==> run_1/wires.png <==
Two of the layers only.
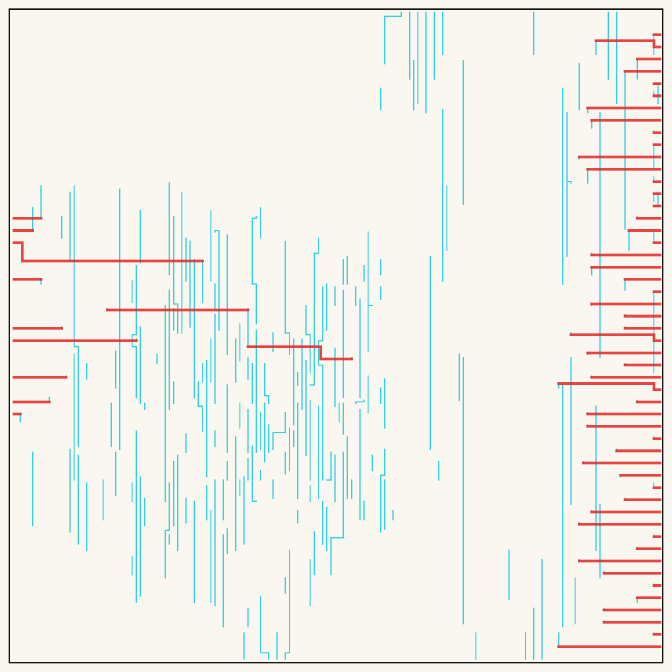
==> run_1/flops_by_reg.png <==
Other sequential cells in the stronger grey, the rest of the logic in the fainter grey.
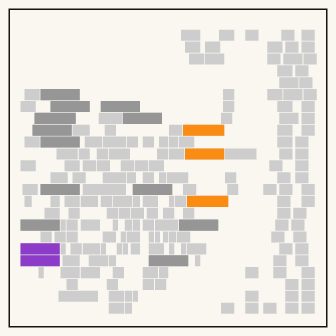
==> run_1/congestion.png <==
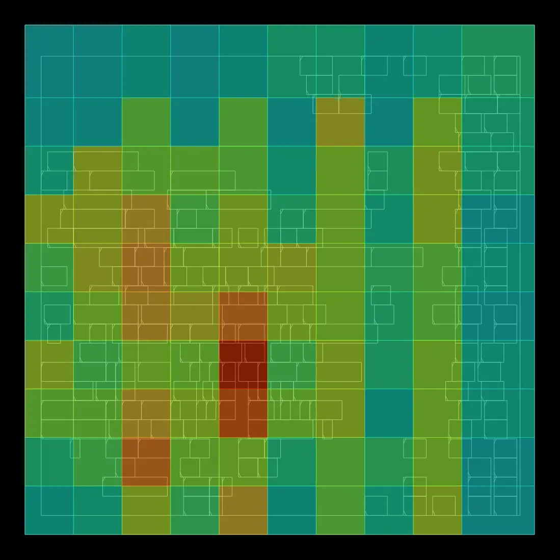
### config.mk
export PLATFORM = sky130hd
export DESIGN_NAME = gen_rate_ctrl
export DESIGN_NICKNAME = d
export VERILOG_FILES = /design/src/rtl/gen_rate_ctrl.sv
export SDC_FILE = /design/constraint.sdc
export NUM_CORES = 1
export LEC_CHECK = 0
export CAP_MARGIN = 15
export CORE_MARGIN = 2
export CORE_UTILIZATION = 30
export DETAILED_ROUTE_END_ITERATION = 10
export GPL_ROUTABILITY_DRIVEN = 0
export HOLD_SLACK_MARGIN = 0.05
export PLACE_DENSITY = 0.68
export SLEW_MARGIN = 15
export SYNTH_ARGS = -nofsm -noshare
export SYNTH_HDL_FRONTEND = slang
export SYNTH_SLANG_ARGS = --single-unit
export TNS_END_PERCENT = 50
### constraint.sdc
create_clock -name clk -period 1.8 [get_ports clk]
set_input_delay 0.45 -clock clk [delete_from_list [all_inputs] [get_ports clk]]
set_output_delay 0.45 -clock clk [all_outputs]
set_load 0.01 [all_outputs]
### src/rtl/gen_rate_ctrl.sv
// PCIe rate controller: decodes the applied generation into a byte-valid mask and
// sequences every rate change through DRAIN -> SETTLE -> ACTIVE so the mask never switches mid-beat.
module gen_rate_ctrl #(
    parameter int GEN1_PIPEWIDTH = 8,
    parameter int GEN2_PIPEWIDTH = 16,
    parameter int GEN3_PIPEWIDTH = 32,
    parameter int GEN4_PIPEWIDTH = 8,
    parameter int GEN5_PIPEWIDTH = 8,
    parameter int LANES          = 16,
    parameter int N              = 64,
    parameter int SETTLE_CYCLES  = 4
) (
    input  logic         clk,
    input  logic         rst,
    input  logic [2:0]   gen,
    input  logic         hld_pd_gen,
    output logic [N-1:0] valid,
    output logic [2:0]   cur_gen,
    output logic         w,
    output logic         busy,
    output logic         done,
    output logic         gen_err
);

    localparam int K0 = (GEN1_PIPEWIDTH / 8) * LANES;
    localparam int K1 = (GEN2_PIPEWIDTH / 8) * LANES;
    localparam int K2 = (GEN3_PIPEWIDTH / 8) * LANES;
    localparam int K3 = (GEN4_PIPEWIDTH / 8) * LANES;
    localparam int K4 = (GEN5_PIPEWIDTH / 8) * LANES;
    localparam int CW = (SETTLE_CYCLES > 1) ? $clog2(SETTLE_CYCLES) : 1;
    localparam logic [CW-1:0] RELOAD = CW'(SETTLE_CYCLES - 1);

    generate
        if (K0 > N || K1 > N || K2 > N || K3 > N || K4 > N) begin : g_mask_too_wide
            $error("gen_rate_ctrl: a generation needs more valid bits than N provides");
        end
        if (SETTLE_CYCLES < 1) begin : g_settle_too_short
            $error("gen_rate_ctrl: SETTLE_CYCLES must be at least 1");
        end
    endgenerate

    typedef enum logic [1:0] {
        ST_ACTIVE,
        ST_DRAIN,
        ST_SETTLE
    } state_t;

    function automatic logic [N-1:0] mask_of(input logic [2:0] g);
        int k;
        logic [N-1:0] m;
        case (g)
            3'd0:    k = K0;
            3'd1:    k = K1;
            3'd2:    k = K2;
            3'd3:    k = K3;
            default: k = K4;
        endcase
        for (int i = 0; i < N; i++) begin
            m[i] = (i < k);
        end
        return m;
    endfunction

    state_t          state_q, state_d;
    logic [2:0]      gen_q;
    logic [2:0]      target_q, target_d;
    logic [2:0]      cur_gen_q, cur_gen_d;
    logic [CW-1:0]   cnt_q, cnt_d;
    logic [N-1:0]    valid_q, valid_d;
    logic            done_q, done_d;
    logic            legal_gen;

    assign legal_gen = (gen_q <= 3'd4);

    always_ff @(posedge clk or posedge rst) begin
        if (rst) begin
            state_q   <= ST_ACTIVE;
            gen_q     <= 3'd0;
            target_q  <= 3'd0;
            cur_gen_q <= 3'd0;
            cnt_q     <= '0;
            valid_q   <= mask_of(3'd0);
            done_q    <= 1'b0;
        end else begin
            state_q   <= state_d;
            gen_q     <= gen;
            target_q  <= target_d;
            cur_gen_q <= cur_gen_d;
            cnt_q     <= cnt_d;
            valid_q   <= valid_d;
            done_q    <= done_d;
        end
    end

    // A late legal request re-targets the sequence; in SETTLE it also restarts the settle window.
    always_comb begin
        state_d   = state_q;
        target_d  = target_q;
        cur_gen_d = cur_gen_q;
        cnt_d     = cnt_q;
        valid_d   = valid_q;
        done_d    = 1'b0;
        case (state_q)
            ST_ACTIVE: begin
                if (legal_gen && gen_q != cur_gen_q) begin
                    target_d = gen_q;
                    valid_d  = '0;
                    state_d  = ST_DRAIN;
                end
            end
            ST_DRAIN: begin
                if (legal_gen && gen_q != target_q) begin
                    target_d = gen_q;
                end
                if (!hld_pd_gen) begin
                    cnt_d   = RELOAD;
                    state_d = ST_SETTLE;
                end
            end
            ST_SETTLE: begin
                if (hld_pd_gen) begin
                    state_d = ST_DRAIN;
                end else if (legal_gen && gen_q != target_q) begin
                    target_d = gen_q;
                    cnt_d    = RELOAD;
                end else if (cnt_q == '0) begin
                    cur_gen_d = target_q;
                    valid_d   = mask_of(target_q);
                    done_d    = 1'b1;
                    state_d   = ST_ACTIVE;
                end else begin
                    cnt_d = cnt_q - CW'(1);
                end
            end
            default: begin
                state_d = ST_ACTIVE;
            end
        endcase
    end

    assign valid   = valid_q;
    assign cur_gen = cur_gen_q;
    assign done    = done_q;
    assign busy    = (state_q != ST_ACTIVE);
    assign w       = (state_q == ST_ACTIVE) && !hld_pd_gen && !rst;
    // The done cycle takes priority so the two pulses never coincide.
    assign gen_err = (state_q == ST_ACTIVE) && !legal_gen && !done_q;

endmodule

==> results.cfg, run 1 <==
; implementation run metrics
[route]
dr.max_layer_used = met3
wl_met3_um = 329
viasPerCell = 4.381
dr_wl_met2_um = 1355
drt_iter0_drc = 12

[logic_synthesis]
yosys-top-cells-count = buf_4 (61), dfrtp_1 (16), inv_1 (8)
aoi_share_pct = 10.15
ys_sh_mux_pct = 7.213
topCombFamilyByArea = buffers and inverters
synth-seq-cells = 17
syn_inst = 146
fp_nets = 158
yosys_warnings = 0
ff_type = dfrtp_1
synthSimpleGateAreaFrac_pct = 8.103
async_flop_share_pct = 100.0

[job]
tool_warnings = 32
drv_cap = 0

[clock_tree]
clk_latency_ns = 0.25
clk_pin_slew_ns = 0.06
htreeDepth = 1

[pwr]
clock_power_w = 0.000283
power_switching_w = 0.0006454
cellPowerDensity_nw_per_um2 = 915.2

[status]
status = finished with violations
failed_checks = setup timing

[setup_path]
slowest_delay_ns = 0.36
start_kind = register
cp-end-kind = register
worst-path-stages = 8
crit_fanout = 3
startpoint = state_q[0]
cp.required_ns = 1.94
path_buffers = 2
rrSetupSlack_ns = -0.01
rr_worst_depth = 8
criticalPathCategory = reg -> reg

[finish]
comb_cells = 57
diodes = 0
largest_cell_class = non-clock buffers
area_growth_pct = 45.06
nNetsFinal = 205
fin_area_um2 = 2038
clkCellAreaFrac_pct = 2.271
sh_seq_area_pct = 21.06
nFlopsAndLatches = 17
clock_buffers = 3
comb_area_share_pct = 25.54

[hold_path]
hold_depth = 1

[final_timing]
drv_slew = 0
fin_tns_setup_ns = -0.02170
finalCritPeriodShare_pct = 100.6
setup_violations = 3
finClkSkew_ns = 0.0005702
fmax_ghz = 0.5521
hold-worst-slack_ns = 0.5198
hold_viol = 0
layout_setup_ws_ns = -0.01121

[global_routing]
grtUsageMet2_pct = 18.55
met1_usage_pct = 11.75
antenna_found_initial = 0
grt_pass1_wl_um = 4298

[placed_design]
hpwlAfterDp_um = 2038
dp_cells = 232

[floorplanning]
die_w_um = 72.44
Back to the opening pictures, wires.png:
layer	colour	wire length
metal 2	cyan	1360 µm
metal 3	red	329 µm
gr usage total: 10.23%
Vias: 1069
routed wire length: 2856 µm

Back to the opening pictures, flops_by_reg.png:
signal	colour	flops
valid	orange	3
state_q	purple	2

Back to the opening pictures, congestion.png:
final core utilization: 45.86%
met3 usage: 3.611%

==> run 2: changes to the inputs <==
--- a/config.mk
+++ b/config.mk
@@ -6,7 +6,7 @@
 export NUM_CORES = 1
 export LEC_CHECK = 0
 export CAP_MARGIN = 15
-export CORE_MARGIN = 2
+export CORE_MARGIN = 1
 export CORE_UTILIZATION = 30
 export DETAILED_ROUTE_END_ITERATION = 10
 export GPL_ROUTABILITY_DRIVEN = 0
==> run_2/io_placement.png <==
Pins as bars across the die edge, other pins in grey.
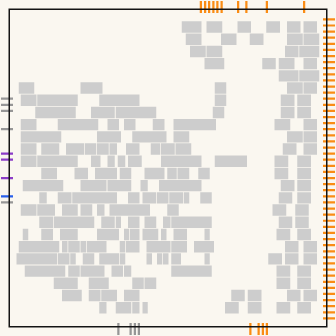
port	colour	pins	direction	edge
valid	orange	64	output	50 right, 10 top, 4 bottom
gen_err	blue	1	output	left
cur_gen	purple	3	output	left

==> run_2/flops_by_reg.png <==
Other sequential cells in the stronger grey, the rest of the logic in the fainter grey.
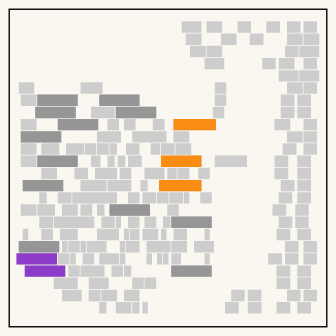
signal	colour	flops
state_q	purple	2
valid	orange	3
flop share of the area: 20.99%
final core utilization: 46.17%
P_seq: 0.000553 W
Reg area: 427.9 µm²

==> run 2 against run 1 <==
  * The run still ends with setup timing left
  * First-iteration DRC count decreased by 42%
  * Maximum frequency down 2.7%
  * Count of clock-buffer cells in the layout unchanged
  * Power shrank 0.22%
  * Synthesized cell count stayed put
  * Largest power group unchanged
  * Highest routed layer is now met4
==> results.cfg, run 2 <==
; implementation run metrics
[status]
status = finished with violations
failed_checks = setup timing

[final_timing]
layout_setup_ws_ns = -0.06078
fin_tns_setup_ns = -0.2295
finClkSkew_ns = 0.002996
setup_violations = 5
hold_viol = 0

[route]
drt_iter0_drc = 7
dr_wl_met2_um = 1258
vias = 1063
wl_met3_um = 297

[hold_path]
hold_depth = 1

[clock_tree]
clk_pin_slew_ns = 0.07
htreeDepth = 1
clk_latency_ns = 0.25

[finish]
clock_buffers = 3
area_growth_pct = 45.06
fin_area_um2 = 2038
nNetsFinal = 202
nFlopsAndLatches = 17
diodes = 0
comb_cells = 57

[global_routing]
grtUsageMet2_pct = 17.25
antenna_found_initial = 0
grt_pass1_wl_um = 4188
track_usage_pct = 10.47
grt_use_met3_pct = 2.165
met1_usage_pct = 13.06

[pwr]
power_switching_w = 0.0006570
clock_power_w = 0.000285
cellPowerDensity_nw_per_um2 = 913.1

[logic_synthesis]
topCombFamilyByArea = buffers and inverters
async_flop_share_pct = 100.0
yosys_warnings = 0
aoi_share_pct = 10.15
yosys-top-cells-count = buf_4 (61), dfrtp_1 (16), inv_1 (8)

[setup_path]
criticalPathCategory = reg -> reg
path_buffers = 2
start_kind = register
slowest_delay_ns = 0.36
worst-path-stages = 8
crit_fanout = 3
cp-end-kind = register
startpoint = state_q[1]
rr_worst_depth = 8
cp.required_ns = 1.94

[job]
tool_warnings = 32

[floorplanning]
die_w_um = 70.44
==> run 3: changes to the inputs <==
--- a/config.mk
+++ b/config.mk
@@ -8,10 +8,11 @@
 export CAP_MARGIN = 15
 export CORE_MARGIN = 1
 export CORE_UTILIZATION = 30
+export CTS_CLUSTER_SIZE = 16
 export DETAILED_ROUTE_END_ITERATION = 10
 export GPL_ROUTABILITY_DRIVEN = 0
 export HOLD_SLACK_MARGIN = 0.05
-export PLACE_DENSITY = 0.68
+export PLACE_DENSITY = 0.66
 export SLEW_MARGIN = 15
 export SYNTH_ARGS = -nofsm -noshare
 export SYNTH_HDL_FRONTEND = slang
==> run_3/io_placement.png <==
Pins as bars across the die edge, other pins in grey.
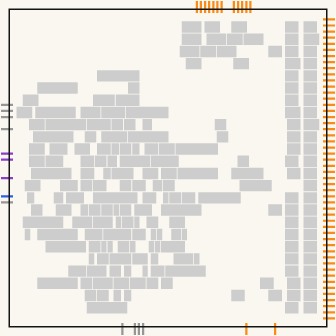
port	colour	pins	direction	edge
cur_gen	purple	3	output	left
valid	orange	64	output	50 right, 12 top, 2 bottom
gen_err	blue	1	output	left
Die Span Y: 70.44 µm
IO Port Bufs: 76
Die W: 70.44 µm

==> run_3/congestion.png <==
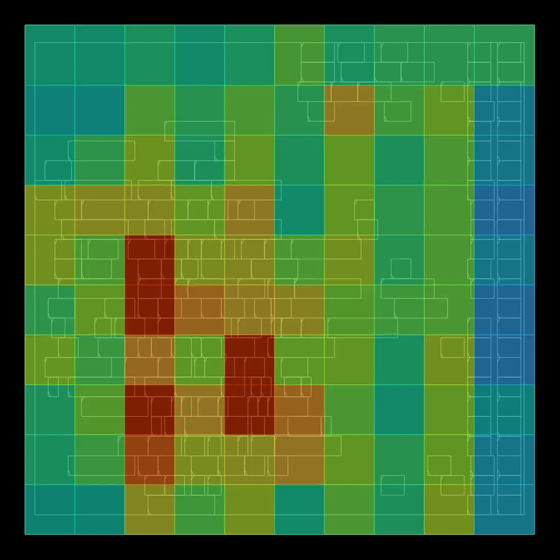
routed len/inst: 11.97 µm
global-route met1 utilization: 13.64%
grt met2 use: 20.63%
gr busiest metal: met2
gr usage total: 11.70%

==> run 3 against run 2 <==
  * The run still ends with setup timing left
  * Sequential power rose by 3%
  * Cell count up 1.2%
  * Design area grew 2.7%
  * Register-to-register slack about the same
  * Power grew 7.4%
  * Worst hold slack gained 0.023 ns
  * Critical endpoint is now target_q[1]
  * Largest cell class unchanged
==> results.cfg, run 3 <==
; implementation run metrics
[status]
status = finished with violations
failed_checks = setup timing

[global_routing]
grt_start_max_net_pins = 33
grt_pass1_wl_um = 4678
grt_use_met3_pct = 2.020
antenna_found_initial = 0

[setup_path]
crit_end = target_q[1]
cp-end-kind = register
criticalPathCategory = reg -> reg
rr_worst_depth = 5
rrSetupSlack_ns = -0.07
reg2reg_from = target_q[2]
startpoint = target_q[2]
path_buffers = 0
slowest_delay_ns = 0.42
start_kind = register
cp.required_ns = 1.94
worst-path-stages = 5
crit_fanout = 3

[finish]
nFlopsAndLatches = 17
area_growth_pct = 48.98
diodes = 0
final_util_pct = 47.42
comb_cells = 57
mi_logic_area_um2 = 558.0
fin_area_um2 = 2093
clock_buffers = 3
sh_seq_area_pct = 20.56
nNetsFinal = 205
seqCellArea_um2 = 430.4

[clock_tree]
root_buffer = clkbuf_8
clk_pin_slew_ns = 0.07
htreeDepth = 1
clk_latency_ns = 0.26

[logic_synthesis]
topCombFamilyByArea = buffers and inverters
yosys_warnings = 0
syn_inst = 146
yosys-top-cells-count = buf_4 (61), dfrtp_1 (16), inv_1 (8)
synth_area_um2 = 1405
avgSynthCellArea_um2 = 9.624
async_flop_share_pct = 100.0
aoi_share_pct = 10.15

[final_timing]
finClkSkew_ns = 0.001005
layout_setup_ws_ns = -0.06595
worstMarginPinSlew_ns = 0.3188
hold-worst-slack_ns = 0.5314
setup_violations = 5
hold_viol = 0
fin_tns_setup_ns = -0.2623

[pwr]
cellPowerDensity_nw_per_um2 = 954.6
clockPowerShare_pct = 14.6
clock_power_w = 0.000292
power_switching_w = 0.0007133
p_comb_share_pct = 56.8
p_seq_w = 0.000570

[route]
drt_first_pass_iters = 4
vias = 1087
dr_wl_met2_um = 1441
wl_met3_um = 284
totalWireLength_um = 2921
drt_iter0_drc = 8

[job]
drv_cap = 0
tool_warnings = 32

[placed_design]
hpwlAfterDp_um = 2013

==> notes/layouts.md <==
Pictures saved along the way, in no particular order.

M3 wires.
image #1
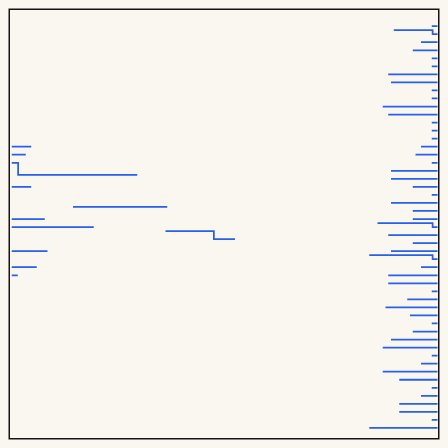
image #2
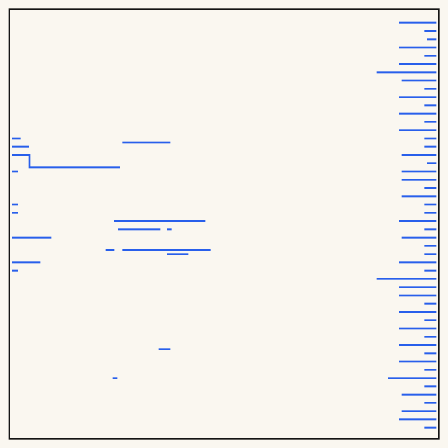
image #3
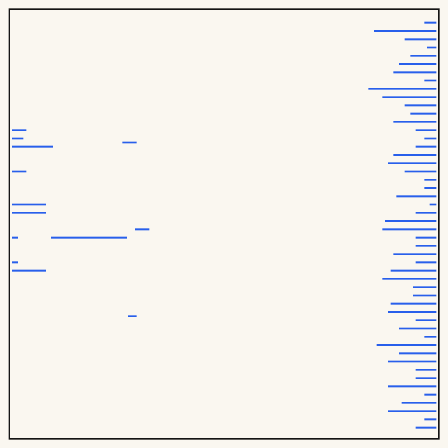
Run 3 is image #2.
Run 1 is image #1.
Run 2 is image #3.

Key to image #1:
share of all routed wire	12%
nets with wire on the layer	61
wire length on this layer	329 µm

Power and IR drop assume default switching activity.
